Figure 1. Floorplan with the power grid (run 1).
Bar = 20 um. Pins as bars on the die edge.
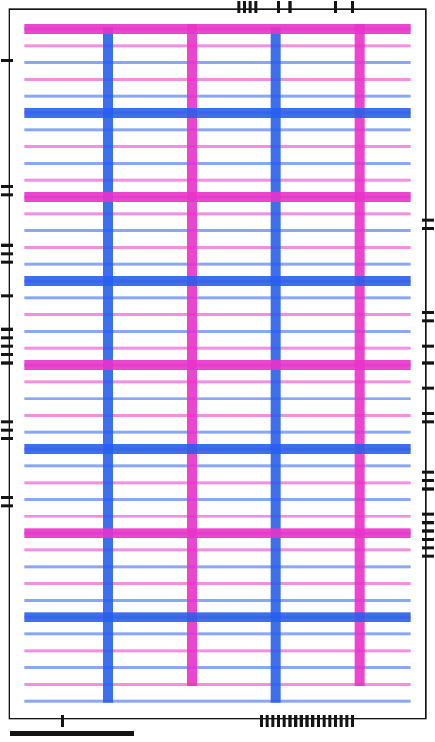
Figure 2. Placed standard cells (run 1).
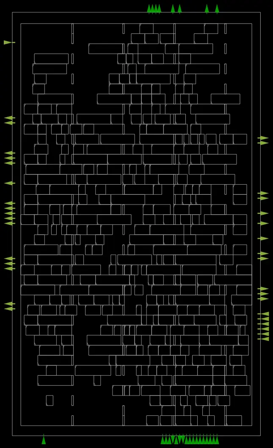
Figure 3. Signal wires by layer (run 1).
Only two layers are drawn.
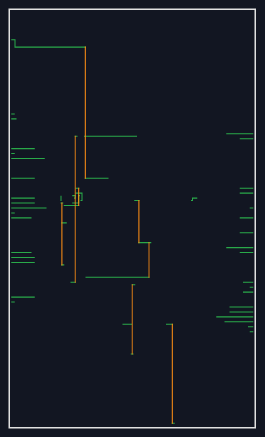
Figure 4. Clock distribution (run 1).
Bar = 20 um.
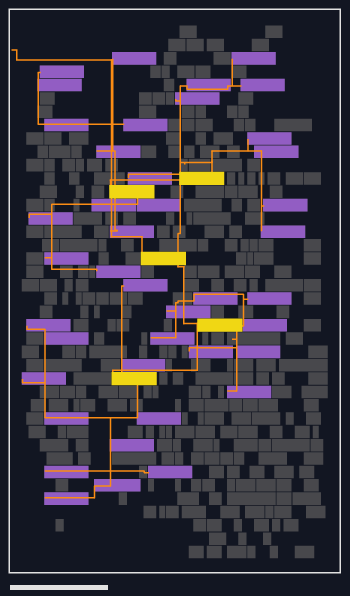
==> config.mk <==
export PLATFORM = sky130hd
export DESIGN_NAME = hazard_detection_unit
export DESIGN_NICKNAME = d
export VERILOG_FILES = /design/src/rtl/mips_pkg.sv /design/src/rtl/sat_counter.sv /design/src/rtl/hazard_detection_unit.sv
export SDC_FILE = /design/constraint.sdc
export NUM_CORES = 1
export LEC_CHECK = 0
export CORE_ASPECT_RATIO = 1.75
export CORE_MARGIN = 2
export CORE_UTILIZATION = 34
export CTS_CLUSTER_DIAMETER = 150
export DETAILED_ROUTE_END_ITERATION = 12
export GPL_TIMING_DRIVEN = 1
export RECOVER_POWER = 50
export SETUP_SLACK_MARGIN = 0.1
export SYNTH_ARGS = -nofsm -noshare
export SYNTH_HDL_FRONTEND = slang
export SYNTH_HIERARCHICAL = 1
export SYNTH_SLANG_ARGS = --single-unit
==> constraint.sdc <==
create_clock -name clk -period 1.7 [get_ports clk]
set_input_delay 0.17 -clock clk [delete_from_list [all_inputs] [get_ports clk]]
set_output_delay 0.17 -clock clk [all_outputs]
set_load 0.005 [all_outputs]
==> Slide: Implementation Results, run 1 <==
Flow Results at a Glance

Route
  • Metal3 WL: 238 um
  • Drt pass-1 iters: 4
  • DR vias/cell: 5.31
  • Initial DRC count: 56
  • DRC violations left: 0
  • Max Used Layer: met4
  • Per-cell routed wire length: 15.1 um
  • Remaining antenna violation count: 0
  • Metal2 WL: ~3.7 mm
  • Wl on met1: approximately 2.4 mm

Placement
  • Placed insts: ~400
  • Placed wire-length estimate: ~4.7 mm
  • GP Congestion: 0.857
  • Dpl ws: -0.723 ns
  • Port Buffer Count: around 60
  • Dpl cell area: ~3400 um2

Logic synthesis
  • Register share after synthesis: 0.432
  • Cells after synthesis: ~220
  • Yosys chip area: 2380 um2
  • Yosys cell types: about 45
  • Synth async-reset ratio: 1.00
  • Mapped Area: between 2000 and 2500 um2
  • Number of enable flip-flop cells: 0
  • Syn Nets: ~250
  • Main flop type: dfrtp_1
  • Synth Warn #: 6
  • Synth flops: between 40 and 50
  • # Cells Yosys: around 220
  • Avg Cell Area, Syn: about 11 um2

Timing
  • Worst slew pin tran: roughly 1.1 ns
  • Final worst slack: -0.0385 ns
  • Min Tclk post-route: about 1.7 ns
  • Setup TNS: -0.116 ns
  • Final Cycle Share: 1.02
  • Final Setup Violations: 4
  • Max Freq: 575 MHz
  • RSZ-0062 raised after global routing: true
  • Final Slew Violations: 0
  • Hold Violations, Final: 0
  • Max-slew headroom: 0.270

Global routing
  • GR Overflow Total: 0
  • Global-route wire length before repair: roughly 11 mm
  • Vias in the first global route: roughly 2300
  • Pin count of the biggest net entering global routing: between 40 and 50
  • Initial antenna violation count: 0

Finish
  • Nets: ~370
  • Dominant logic cell type in the layout: buf_4
  • Share of layout cells above drive strength 1: 0.409
  • Antenna diode count: 0
  • Layout area overhead: 66.0%
  • Top logic cells by instance count in the layout: 44 x buf_4, 40 x dfrtp_1, 30 x clkdlybuf4s50_1, 24 x buf_6, 17 x nand2_1
  • Final instance area: approximately 3900 um2

Status
  • Failing checks: setup timing
  • Status: finished with violations

CTS
  • Clock tree sinks: around 41
  • Reg clk slew, reported paths: 0.06 ns
  • Clock buffer depth: 2
  • CTS tree: built
  • Root Buffer: clkbuf_16
  • H-Tree Depth: 2
  • Hold buffers post-CTS: 0
  • Total CTS buffers: 5

Floorplan
  • Chip area: about 7700 um2
  • Die X-Extent: ~67 um
  • Io pins: a little over 60
  • Pre-Place Util: 0.349

Critical path
  • Worst reg2reg path depth: 9
  • CP endpoint kind: register
  • R2r setup slk: -0.04 ns
  • Critical path class: reg -> reg
  • Critical Path Source Type: register
  • Crit path DRT: between 1.5 and 2 ns
  • Worst Path Arrival: ~1.9 ns
  • Crit path max fanout: 3

Hold path
  • Hold Crit Class: in -> async

Flow run
  • Max-Cap Viols: 0
  • OpenROAD warning count: 29

Pwr
  • P per Cell Area: just under 900 nW/um2
  • Leakage: 1.76 nW
Back to the opening pictures, Figure 1:
| colour | net |
|---|---|
| blue | VSS |
| magenta | VDD |
met4 straps: 4
rows: 40
met5 straps: 8
met1 rails: 41
Die Y: 115 um
VDD IR-drop max: 0.000670 V

Back to the opening pictures, Figure 2:
Layout Cells excl Fill: 431
Cell Rows: 40
fin util: 0.579
core area: 6810 um2
Tapcells: 84

Back to the opening pictures, Figure 3:
| colour | layer | wire length |
|---|---|---|
| green | metal 3 | 239 um |
| orange | metal 4 | 165 um |
Vias: 2290
GRT Total Usage: 0.178
final wirelength: 6.50 mm

Back to the opening pictures, Figure 4:
[yellow] clock drivers | count: 5
[orange] clock wires | length: 550 um
[purple] flip-flops | count: 41
routed clock nets: 6
clock power share: 0.298
Worst-Skew Late Latency: 0.28 ns
Worst Skew: 0.00633 ns

## run 1: where the power goes
group	leakage (nW)	total [mW]	switching, mW	internal, mW
clock	0.0797	1.04	0.358	0.681
combinational	1.13	1.14	0.461	0.677
sequential	0.545	1.31	0.193	1.12
## run 1: logic make-up after synthesis
| family | Yosys count | synth area share |
|---|---|---|
| muxes | 2 | 0.00948 |
| buffers and inverters | 5 | 0.0111 |
| AOI/OAI and AO/OA | 47 | 0.150 |
| adders and majority gates | 3 | 0.0158 |
| DFF | 41 | 0.432 |
| xor gates and xnor gates | 24 | 0.0885 |
| and+or+nand+nor | 99 | 0.294 |
## run 1: per-layer routing
metal | vias up | GRT usage
met3 | 17 | 0.0285
met4 | 0 | 0.0707
met5 | - | 0
li1 | 1092 | -
met1 | 1118 | 0.187
met2 | 63 | 0.337
## run 1: repair_timing
item	in CTS	in global routing
pin swaps	30	23
setup endpoints to repair	29	30
setup buffers	13	4
resized	99	53
## run 1: stage by stage
stage | total power [mW] | hold WS (ns)
floorplan | 1.66 | -0.126
global placement | 2.31 | 0.320
detailed placement | 2.32 | 0.321
CTS | 3.45 | 0.0174
global route | 3.69 | 0.306
finish | 3.49 | 0.202
## run 1: synth_stat cells (2+ instances only)
cell | n | area [um2]
nand3_1 | 13 | 65.1
ha_1 | 3 | 37.5
nand4_4 | 2 | 42.5
nor4_4 | 4 | 85.1
and2_1 | 2 | 12.5
and4_2 | 2 | 20.0
and4_1 | 2 | 17.5
buf_4 | 2 | 15.0
a31oi_1 | 6 | 37.5
xnor2_1 | 11 | 96.3
o21ai_0 | 7 | 35.0
nor2b_1 | 3 | 18.8
nor3_2 | 2 | 20.0
nand4_2 | 2 | 25.0
o211ai_1 | 2 | 15.0
nor3_1 | 2 | 10.0
o21a_1 | 10 | 75.1
inv_1 | 2 | 7.51
and4b_1 | 2 | 20.0
o31ai_4 | 3 | 63.8
and3_1 | 6 | 37.5
nand2_1 | 20 | 75.1
dfrtp_1 | 41 | 1030
nand3_4 | 2 | 35.0
xor2_1 | 13 | 114
mux2_1 | 2 | 22.5
and4_4 | 2 | 22.5
nor2_1 | 9 | 33.8
nor2_2 | 2 | 12.5
a32oi_1 | 4 | 35.0
a21oi_1 | 9 | 45.0
nand4_1 | 16 | 100
## run 1: critical path, stage by stage, from the launching register on
cell and delay, ns:
dfrtp_1 0.40, buf_6 0.13, nor2b_4 0.12, a21oi_2 0.13, buf_6 0.12, buf_6 0.08
and3_4 0.18, and4_4 0.26, o211ai_1 0.09, o21a_1 0.12
## run 1: area by class of cell
class	count	area [um2]
sequential	41	1030
tap	84	105
inverter	2	7.51
timing repair buffer	122	1080
multi-input combinational	175	1570
clock inverter	2	35.0
clock buffer	5	125
fill	623	2860
==> run 1 -> run 2 <==
- CORE_UTILIZATION: 34 -> 44
- PLACE_DENSITY: default -> 0.76
- SETUP_SLACK_MARGIN: 0.1 -> default
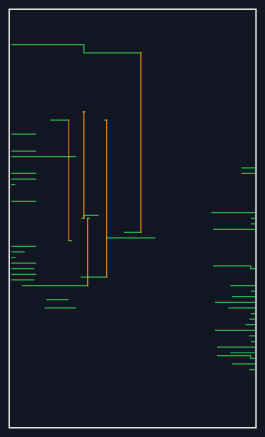
Figure 5: run 2, signal wires by layer.
Only two layers are drawn.
| colour | layer | wire length |
|---|---|---|
| green | metal 3 | 282 um |
| orange | metal 4 | 153 um |
Vias: 2227
GRT Total Usage: 0.218

==> run 2 against run 1 <==
  * The run still ends with setup timing left
  * Power decreased by 14%
  * Die area decreased by 22%
  * Cell count decreased by 8.1%
  * Clock skew about the same
  * Largest power group unchanged
==> Slide: Implementation Results, run 2 <==
Flow Results at a Glance

Status
  • Status: finished with violations
  • Failing checks: setup timing

Logic synthesis
  • Avg Cell Area, Syn: 10.8 um2 (unchanged)
  • Adder Area Share: 0.0158 (unchanged)
  • Cells after synthesis: 221 (unchanged)
  • Dominant cell type by area after synthesis: dfrtp_1
  • Yosys cell types: 45 (unchanged)
  • Number of enable flip-flop cells: 0 (unchanged)
  • # Cells Yosys: 221 (unchanged)
  • Main flop type: dfrtp_1
  • Syn Nets: 246 (unchanged)
  • Top non-seq family: simple AND/OR/NAND/NOR gates
  • Synth async-reset ratio: 1.00 (unchanged)
  • Aoi share: 0.150 (unchanged)
  • Synth flops: 41 (unchanged)
  • Top post-synthesis cells by count: 41 x dfrtp_1, 20 x nand2_1, 16 x nand4_1, 13 x nand3_1, 13 x xor2_1
  • Area share, top type: 0.432 (unchanged)
  • Synth mux share: 0.00948 (unchanged)
  • Mapped Area: 2380 um2 (unchanged)
  • Synth Warn #: 6 (unchanged)
  • Xor/xnor share: 0.0885 (unchanged)
  • Register share after synthesis: 0.432 (unchanged)
  • Simple Share, Synth: 0.294 (unchanged)
  • Yosys chip area: 2380 um2 (unchanged)
  • Count leader, synth: dfrtp_1

Timing
  • Final Setup Violations: 2 (-2)
  • Final Cycle Share: 1.04 (+0.0166)
  • Min Hold Slack: 0.186 ns (-0.0160 ns)
  • Final worst slack: -0.0669 ns (-0.0283 ns)
  • Max Freq: 566 MHz (-1.6%)
  • Worst slew pin tran: 1.07 ns (-0.0285 ns)
  • RSZ-0062 raised after global routing: true
  • Setup TNS: -0.111 ns (+0.00521 ns)
  • Max-slew headroom: 0.289 (+0.0190)
  • Min Tclk post-route: 1.77 ns (+0.0283 ns)
  • Final Slew Violations: 0 (unchanged)

Pwr
  • Leakage: 1.66 nW (-5.7%)
  • Pwr Total: 2.99 mW (-14%)
  • VDD IR-drop max: 0.000563 V (-16%)

CTS
  • Reg clk slew, reported paths: 0.08 ns (+0.02 ns)
  • Clock buffer depth: 2 (unchanged)
  • Clock tree sinks: 41 (unchanged)
  • Worst-Skew Late Latency: 0.29 ns (about the same)
  • Hold buffers post-CTS: 0 (unchanged)
  • Total CTS buffers: 5 (unchanged)
  • CTS tree: built
  • H-Tree Depth: 2 (unchanged)
  • Root Buffer: clkbuf_8

Global routing
  • GR Overflow Total: 0 (unchanged)
  • Global-route met3 utilization: 0.0370 (+0.00852)
  • Vias in the first global route: 2223 (-3.8%)
  • GRT met2 Usage: 0.408 (+0.0717)
  • GR peak layer: met2
  • Initial antenna violation count: 0 (unchanged)
  • M1 GR Usage: 0.231 (+0.0439)
  • Pin count of the biggest net entering global routing: 46 (unchanged)

Critical path
  • Critical path class: in -> out
  • CP endpoint kind: output port
  • Crit path DRT: 1.53 ns (-0.34 ns)
  • Worst reg2reg path depth: 7 (-2)
  • Crit path max fanout: 2 (-1)
  • Critical Path Source Type: input pin
  • R2r setup slk: -0.04 ns (about the same)

Floorplan
  • Cell Rows: 35 (-13%)
  • Core area: 5260 um2 (-23%)
  • Io pins: 61 (unchanged)
  • Chip area: 6030 um2 (-22%)
  • Die X-Extent: 59.6 um (-11%)
  • Die Y: 101 um (-12%)

Finish
  • FILL cells: 420 (-33%)
  • Share of layout cells above drive strength 1: 0.378 (-0.0309)
  • Nets: 366 (-1.6%)
  • Final instance area: 3640 um2 (-7.8%)
  • Top logic cells by instance count in the layout: 54 x buf_4, 40 x dfrtp_1, 34 x clkdlybuf4s50_1, 17 x nand2_1, 16 x nand4_1
  • Dominant logic cell type in the layout: buf_4

Route
  • Final wirelength: 6.36 mm (-2.3%)
  • Drt pass-1 iters: 4 (unchanged)
  • Remaining antenna violation count: 0 (unchanged)
  • Initial DRC count: 66 (+18%)

Flow run
  • Max-Cap Viols: 0 (unchanged)
  • OpenROAD warning count: 29 (unchanged)

Placement
  • Port Buffer Count: 60 (unchanged)
  • Placed wire-length estimate: 4.62 mm (-0.77%)
  • GP Congestion: 0.859 (+0.19%)
[run 2: area by class of cell]
cell class | instances | area, um2 | share of cell area
Clock buffer | 7 | 86.3 | 0.0237
Inverter | 2 | 7.51 | 0.00206
Multi-Input combinational cell | 175 | 1490 | 0.409
Sequential cell | 41 | 1030 | 0.283
Tap cell | 55 | 68.8 | 0.0189
Timing Repair Buffer | 116 | 960 | 0.264
[run 2: cells by family after synthesis]
family                   after synthesis
multiplexers                           2
AND-OR/OR-AND                         47
XOR/XNOR                              24
AND/OR/NAND/NOR                       99
adder cells (fa/ha/maj)                3
buffers and inverters                  5
flip-flops                            41
[run 2: timing repair]
action	CTS	global route
setup buffers	8	5
pin swaps	19	16
setup endpoints to repair	22	26
gates resized	76	27
[run 2: worst max-delay path, cell delays in order]
cell           delay [ns]
dlygate4sd2_1        0.25
xnor2_2              0.14
and3_4               0.18
a32oi_2              0.24
buf_4                0.16
buf_4                0.09
and2_4               0.13
dlygate4sd2_1        0.23
[run 2: per-stage QoR]
stage / setup WS (ns) / std cells
finish: -0.0669 / 396
global route: -0.138 / 396
CTS: -0.0446 / 391
detailed placement: -0.720 / 376
global placement: -0.623 / 376
floorplan: -0.0808 / 221
[run 2: power by group]
| part | internal (mW) | switching (mW) | total (mW) |
|---|---|---|---|
| Clock | 0.322 | 0.317 | 0.639 |
| Combinational | 0.619 | 0.434 | 1.05 |
| Sequential | 1.12 | 0.184 | 1.30 |
| Total | 2.06 | 0.935 | 2.99 |
[run 2: metal layers]
layer | vias up | share of wire
met4 | 0 | 0.024
met3 | 11 | 0.044
li1 | 1075 | -
met1 | 1087 | 0.36
met2 | 54 | 0.57
met5 | - | 0
Power is estimated from default activity; no workload was simulated.
